### src/rtl/wb_stage_pkg.sv
// Shared definitions for the writeback stage: load encodings, FSM states, datapath width.
package wb_stage_pkg;

  localparam int XLEN = 32;

  // funct3 encodings of the supported integer loads
  localparam logic [2:0] F3_LB  = 3'b000;
  localparam logic [2:0] F3_LH  = 3'b001;
  localparam logic [2:0] F3_LW  = 3'b010;
  localparam logic [2:0] F3_LBU = 3'b100;
  localparam logic [2:0] F3_LHU = 3'b101;

  typedef enum logic [1:0] {
    ST_IDLE      = 2'd0,
    ST_WAIT_LOAD = 2'd1,
    ST_WRITE     = 2'd2
  } wb_state_e;

endpackage

### src/rtl/wb_stage_load_formatter.sv
// Combinational load data extraction: picks the addressed byte/half/word out of the
// aligned LSU word and sign- or zero-extends it. Flags misaligned and unknown loads.
module load_formatter
  import wb_stage_pkg::*;
(
  input  logic [XLEN-1:0] rdata,
  input  logic [2:0]      funct3,
  input  logic [1:0]      addr_lo,
  output logic [XLEN-1:0] wdata,
  output logic            misalign,
  output logic            bad_fn
);

  logic [7:0]  byte_sel;
  logic [15:0] half_sel;

  // Lane selection; a misaligned half still uses only addr_lo[1]
  always_comb begin
    byte_sel = rdata[7:0];
    case (addr_lo)
      2'd0: byte_sel = rdata[7:0];
      2'd1: byte_sel = rdata[15:8];
      2'd2: byte_sel = rdata[23:16];
      2'd3: byte_sel = rdata[31:24];
      default: byte_sel = rdata[7:0];
    endcase
    half_sel = addr_lo[1] ? rdata[31:16] : rdata[15:0];
  end

  // Extension by load type; unknown encodings fall back to a full word
  always_comb begin
    wdata    = rdata;
    misalign = 1'b0;
    bad_fn   = 1'b0;
    case (funct3)
      F3_LB:  wdata = {{24{byte_sel[7]}}, byte_sel};
      F3_LBU: wdata = {24'h0, byte_sel};
      F3_LH: begin
        wdata    = {{16{half_sel[15]}}, half_sel};
        misalign = addr_lo[0];
      end
      F3_LHU: begin
        wdata    = {16'h0, half_sel};
        misalign = addr_lo[0];
      end
      F3_LW: begin
        wdata    = rdata;
        misalign = (addr_lo != 2'd0);
      end
      default: begin
        wdata  = rdata;
        bad_fn = 1'b1;
      end
    endcase
  end

endmodule

### src/rtl/wb_stage.sv
// Writeback stage: accepts execute results (valid/ready), waits for load data when
// needed, and drives exactly one registered register-file write per retired instruction.
//
// Handshake: a transfer happens on a rising edge where exu_valid && exu_ready; exu_*
// is sampled only then. exu_ready depends on state alone (low only in WAIT_LOAD), so it
// never combinationally depends on exu_valid.
module wb_stage
  import wb_stage_pkg::*;
#(
  parameter int ADDR_WIDTH = 5,
  parameter int DATA_WIDTH = 32,
  parameter int TIMEOUT    = 255
) (
  input  logic                  clk,
  input  logic                  rst_n,
  input  logic                  exu_valid,
  output logic                  exu_ready,
  input  logic [ADDR_WIDTH-1:0] exu_rd,
  input  logic [DATA_WIDTH-1:0] exu_data,
  input  logic                  exu_is_load,
  input  logic [2:0]            exu_funct3,
  input  logic [1:0]            exu_addr_lo,
  input  logic                  lsu_rvalid,
  input  logic [DATA_WIDTH-1:0] lsu_rdata,
  output logic                  rf_wen,
  output logic [ADDR_WIDTH-1:0] rf_waddr,
  output logic [DATA_WIDTH-1:0] rf_wdata,
  output logic                  retire,
  output logic                  err,
  output wb_state_e             dbg_state
);

  if (DATA_WIDTH != XLEN) begin : g_bad_width
    $error("wb_stage: only DATA_WIDTH=32 is supported");
  end
  if (TIMEOUT < 1 || TIMEOUT > 65535) begin : g_bad_timeout
    $error("wb_stage: TIMEOUT must be in 1..65535");
  end

  localparam logic [15:0] CNT_LAST = 16'(TIMEOUT - 1);

  wb_state_e             state, state_n;
  logic [15:0]           cnt, cnt_n;
  logic [ADDR_WIDTH-1:0] ld_rd;
  logic [2:0]            ld_f3;
  logic [1:0]            ld_lo;
  logic                  xfer;
  logic                  ld_latch;
  logic                  wr_go;
  logic [ADDR_WIDTH-1:0] wr_addr;
  logic [DATA_WIDTH-1:0] wr_data;
  logic                  err_set;
  logic [DATA_WIDTH-1:0] fmt_wdata;
  logic                  fmt_misalign;
  logic                  fmt_bad_fn;

  load_formatter u_fmt (
    .rdata    (lsu_rdata),
    .funct3   (ld_f3),
    .addr_lo  (ld_lo),
    .wdata    (fmt_wdata),
    .misalign (fmt_misalign),
    .bad_fn   (fmt_bad_fn)
  );

  assign exu_ready = (state != ST_WAIT_LOAD);
  assign xfer      = exu_valid && exu_ready;
  assign dbg_state = state;

  // Next state, pending write and error detection
  always_comb begin
    state_n  = state;
    cnt_n    = cnt;
    ld_latch = 1'b0;
    wr_go    = 1'b0;
    wr_addr  = '0;
    wr_data  = '0;
    err_set  = 1'b0;
    case (state)
      ST_IDLE, ST_WRITE: begin
        // WRITE behaves like IDLE so back-to-back results retire one per cycle
        state_n = ST_IDLE;
        err_set = lsu_rvalid;
        if (xfer) begin
          if (exu_is_load) begin
            state_n  = ST_WAIT_LOAD;
            cnt_n    = '0;
            ld_latch = 1'b1;
          end else begin
            state_n = ST_WRITE;
            wr_go   = 1'b1;
            wr_addr = exu_rd;
            wr_data = exu_data;
          end
        end
      end
      ST_WAIT_LOAD: begin
        if (lsu_rvalid) begin
          state_n = ST_WRITE;
          wr_go   = 1'b1;
          wr_addr = ld_rd;
          wr_data = fmt_wdata;
          err_set = fmt_misalign | fmt_bad_fn;
        end else if (cnt == CNT_LAST) begin
          // Give up on the LSU: retire with zero data and flag it
          state_n = ST_WRITE;
          wr_go   = 1'b1;
          wr_addr = ld_rd;
          wr_data = '0;
          err_set = 1'b1;
        end else begin
          cnt_n = cnt + 16'd1;
        end
      end
      default: state_n = ST_IDLE;
    endcase
  end

  // State, load context, registered write port and sticky error
  always_ff @(posedge clk or negedge rst_n) begin
    if (!rst_n) begin
      state    <= ST_IDLE;
      cnt      <= '0;
      ld_rd    <= '0;
      ld_f3    <= '0;
      ld_lo    <= '0;
      rf_wen   <= 1'b0;
      rf_waddr <= '0;
      rf_wdata <= '0;
      retire   <= 1'b0;
      err      <= 1'b0;
    end else begin
      state    <= state_n;
      cnt      <= cnt_n;
      if (ld_latch) begin
        ld_rd <= exu_rd;
        ld_f3 <= exu_funct3;
        ld_lo <= exu_addr_lo;
      end
      rf_wen   <= wr_go && (wr_addr != '0);
      rf_waddr <= wr_addr;
      rf_wdata <= wr_data;
      retire   <= wr_go;
      if (err_set) err <= 1'b1;
    end
  end

endmodule

### config.mk
export PLATFORM = sky130hd
export DESIGN_NAME = wb_stage
export DESIGN_NICKNAME = d
export VERILOG_FILES = /design/src/rtl/wb_stage_pkg.sv /design/src/rtl/wb_stage_load_formatter.sv /design/src/rtl/wb_stage.sv
export SDC_FILE = /design/constraint.sdc
export NUM_CORES = 1
export LEC_CHECK = 0
export CORE_UTILIZATION = 45
export CTS_CLUSTER_SIZE = 40
export DETAILED_ROUTE_END_ITERATION = 10
export PLACE_DENSITY = 0.81
export SLEW_MARGIN = 20
export SYNTH_ARGS = -nofsm -noshare
export SYNTH_HDL_FRONTEND = slang
export SYNTH_SLANG_ARGS = --single-unit
### constraint.sdc
create_clock -name clk -period 2.5 [get_ports clk]
set_input_delay 0.5 -clock clk [delete_from_list [all_inputs] [get_ports clk]]
set_output_delay 0.5 -clock clk [all_outputs]
set_load 0.1 [all_outputs]
==> impl_metrics.toml <==
# implementation run metrics
[final_layout]
layout_top_cells_excl_fill_tap = "sky130_fd_sc_hd__clkdlybuf4s50_1 (77), sky130_fd_sc_hd__dfrtp_1 (68), sky130_fd_sc_hd__nand2_1 (56)"
area.growth.synth_to_final_pct = 43.8
multi_input_comb_area_um2 = 1490
layout_top_cell_excl_fill_tap = "sky130_fd_sc_hd__clkdlybuf4s50_1"

[drt]
first_iter_violations = 187
route.vias.total = 2992
vias_per_cell = 5.43
drt-total-wl_mm = 9.08

[synth]
synth.cellmix.adderShare = 0.00758
mapped_nets = 408

[outcome]
status = "complete, no violations"

[critical_path]
path_delay_family = "simple AND/OR/NAND/NOR gates"
timing.critical_path.mode_cell = "sky130_fd_sc_hd__o211ai_1"
critical_path_peak_fanout = 8
critical_path.endpoint_type = "register"
critical_path.startpoint_type = "register"

[place]
dpl_worst_slack_ns = 0.180
place.detailed.instances = 535

[final_timing]
rsz0062_at_grt = "no"
finalSetupTns_ns = 0

[global_route]
global_route_wire_length_before_repair_mm = 14.2

[clock_network]
post_cts_resized = 0
cts-buffers-inserted = 9
tritoncts = "yes"

[die]
placementRows = 30
[registers in the layout, indices dropped and copies added (netlist names)]
name       flops
rf_waddr       5
dbg_state      2
ld_rd          5
err            1
retire         1
rf_wen         1
cnt           16
rf_wdata      32
ld_f3          3
ld_lo          2
[cell type report]
type / instances / share of cell area
inverter: 5 / 0.00395
sequential: 68 / 0.358
clock inverter: 6 / 0.0134
timing repair buffer: 133 / 0.256
multi-input combinational: 233 / 0.314
tap: 96 / 0.0253
clock buffer: 10 / 0.0290
[layer usage]
metal | track usage | vias to the layer above
met5 | 0 | -
met2 | 0.375 | 111
li1 | - | 1426
met4 | 0.0864 | 0
met3 | 0.0490 | 12
met1 | 0.352 | 1443
[where the power goes]
group	total [mW]	switching, mW	internal (mW)
Clock	0.924	0.438	0.486
Sequential	1.30	0.0938	1.21
Combinational	1.15	0.772	0.381
Total	3.38	1.30	2.07
[synthesized netlist by cell type (3+ instances only)]
master                     instances
sky130_fd_sc_hd__buf_2             6
sky130_fd_sc_hd__mux2_2           14
sky130_fd_sc_hd__a221o_1          17
sky130_fd_sc_hd__o21ai_0          26
sky130_fd_sc_hd__nand3_1          14
sky130_fd_sc_hd__a21oi_1           5
sky130_fd_sc_hd__inv_1             5
sky130_fd_sc_hd__clkbuf_1         14
sky130_fd_sc_hd__nand2b_1          7
sky130_fd_sc_hd__dfrtp_1          68
sky130_fd_sc_hd__o211ai_1          3
sky130_fd_sc_hd__nor2_1           19
sky130_fd_sc_hd__xor2_1            9
sky130_fd_sc_hd__nand2_1          56
sky130_fd_sc_hd__a22o_1            6
sky130_fd_sc_hd__nand4_1           7
sky130_fd_sc_hd__and3_1            4
sky130_fd_sc_hd__a21boi_0          7
sky130_fd_sc_hd__o221ai_1          6
==> images/layers.png <==
Bar = 20 um.
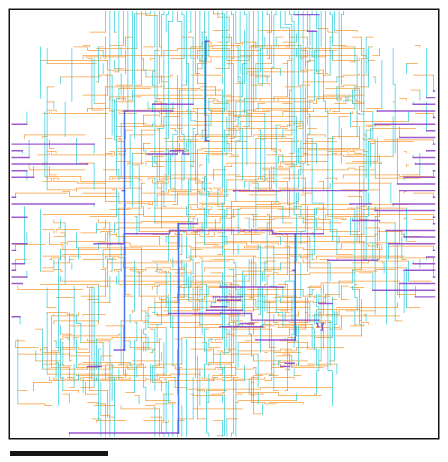
[M1] orange | wire length: 4,210 um
[M4] blue | wire length: 134 um
[M2] cyan | wire length: 4,240 um
[M3] purple | wire length: 494 um

==> images/pinout.png <==
Pins as bars across the die edge, other pins in gray.
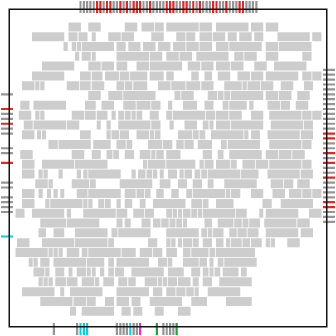
[dbg_state] green | pins: 2 | direction: output | edge: bottom
[lsu_rdata] red | pins: 32 | direction: input | edge: 22 top, 7 right, 3 left
[exu_rd] cyan | pins: 5 | direction: input | edge: 4 bottom, 1 left
[lsu_rvalid] magenta | pins: 1 | direction: input | edge: bottom
all pins by edge: 54 top, 32 right, 19 bottom, 17 left
die width: 87.6 um
die height: 87.6 um

==> images/ff_map.png <==
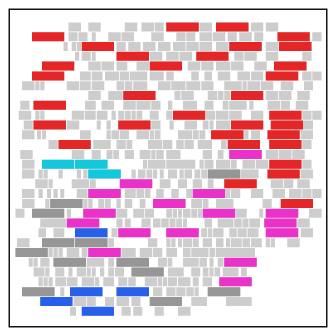
[ld_f3] cyan | flops: 3
[rf_waddr] blue | flops: 5 | where: lower left
[rf_wdata] red | flops: 32
[cnt] magenta | flops: 16
not colored: 12
flip-flop and latch power: 1.30 mW
core utilization of the finished layout: 0.684
area of all sequential standard cells: 1700 um^2
sequential fraction of total cell area: 0.358

==> images/clock_nets.png <==
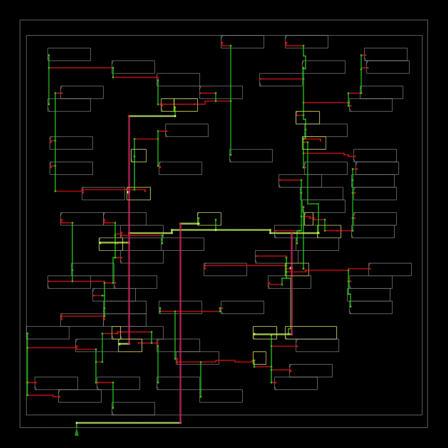
count of clock buffers in the final design: 10
Clock Latency Late Sink: 0.35 ns
TritonCTS sink count: 68

Power figures rest on the tool's default switching activity, not on a simulated workload.
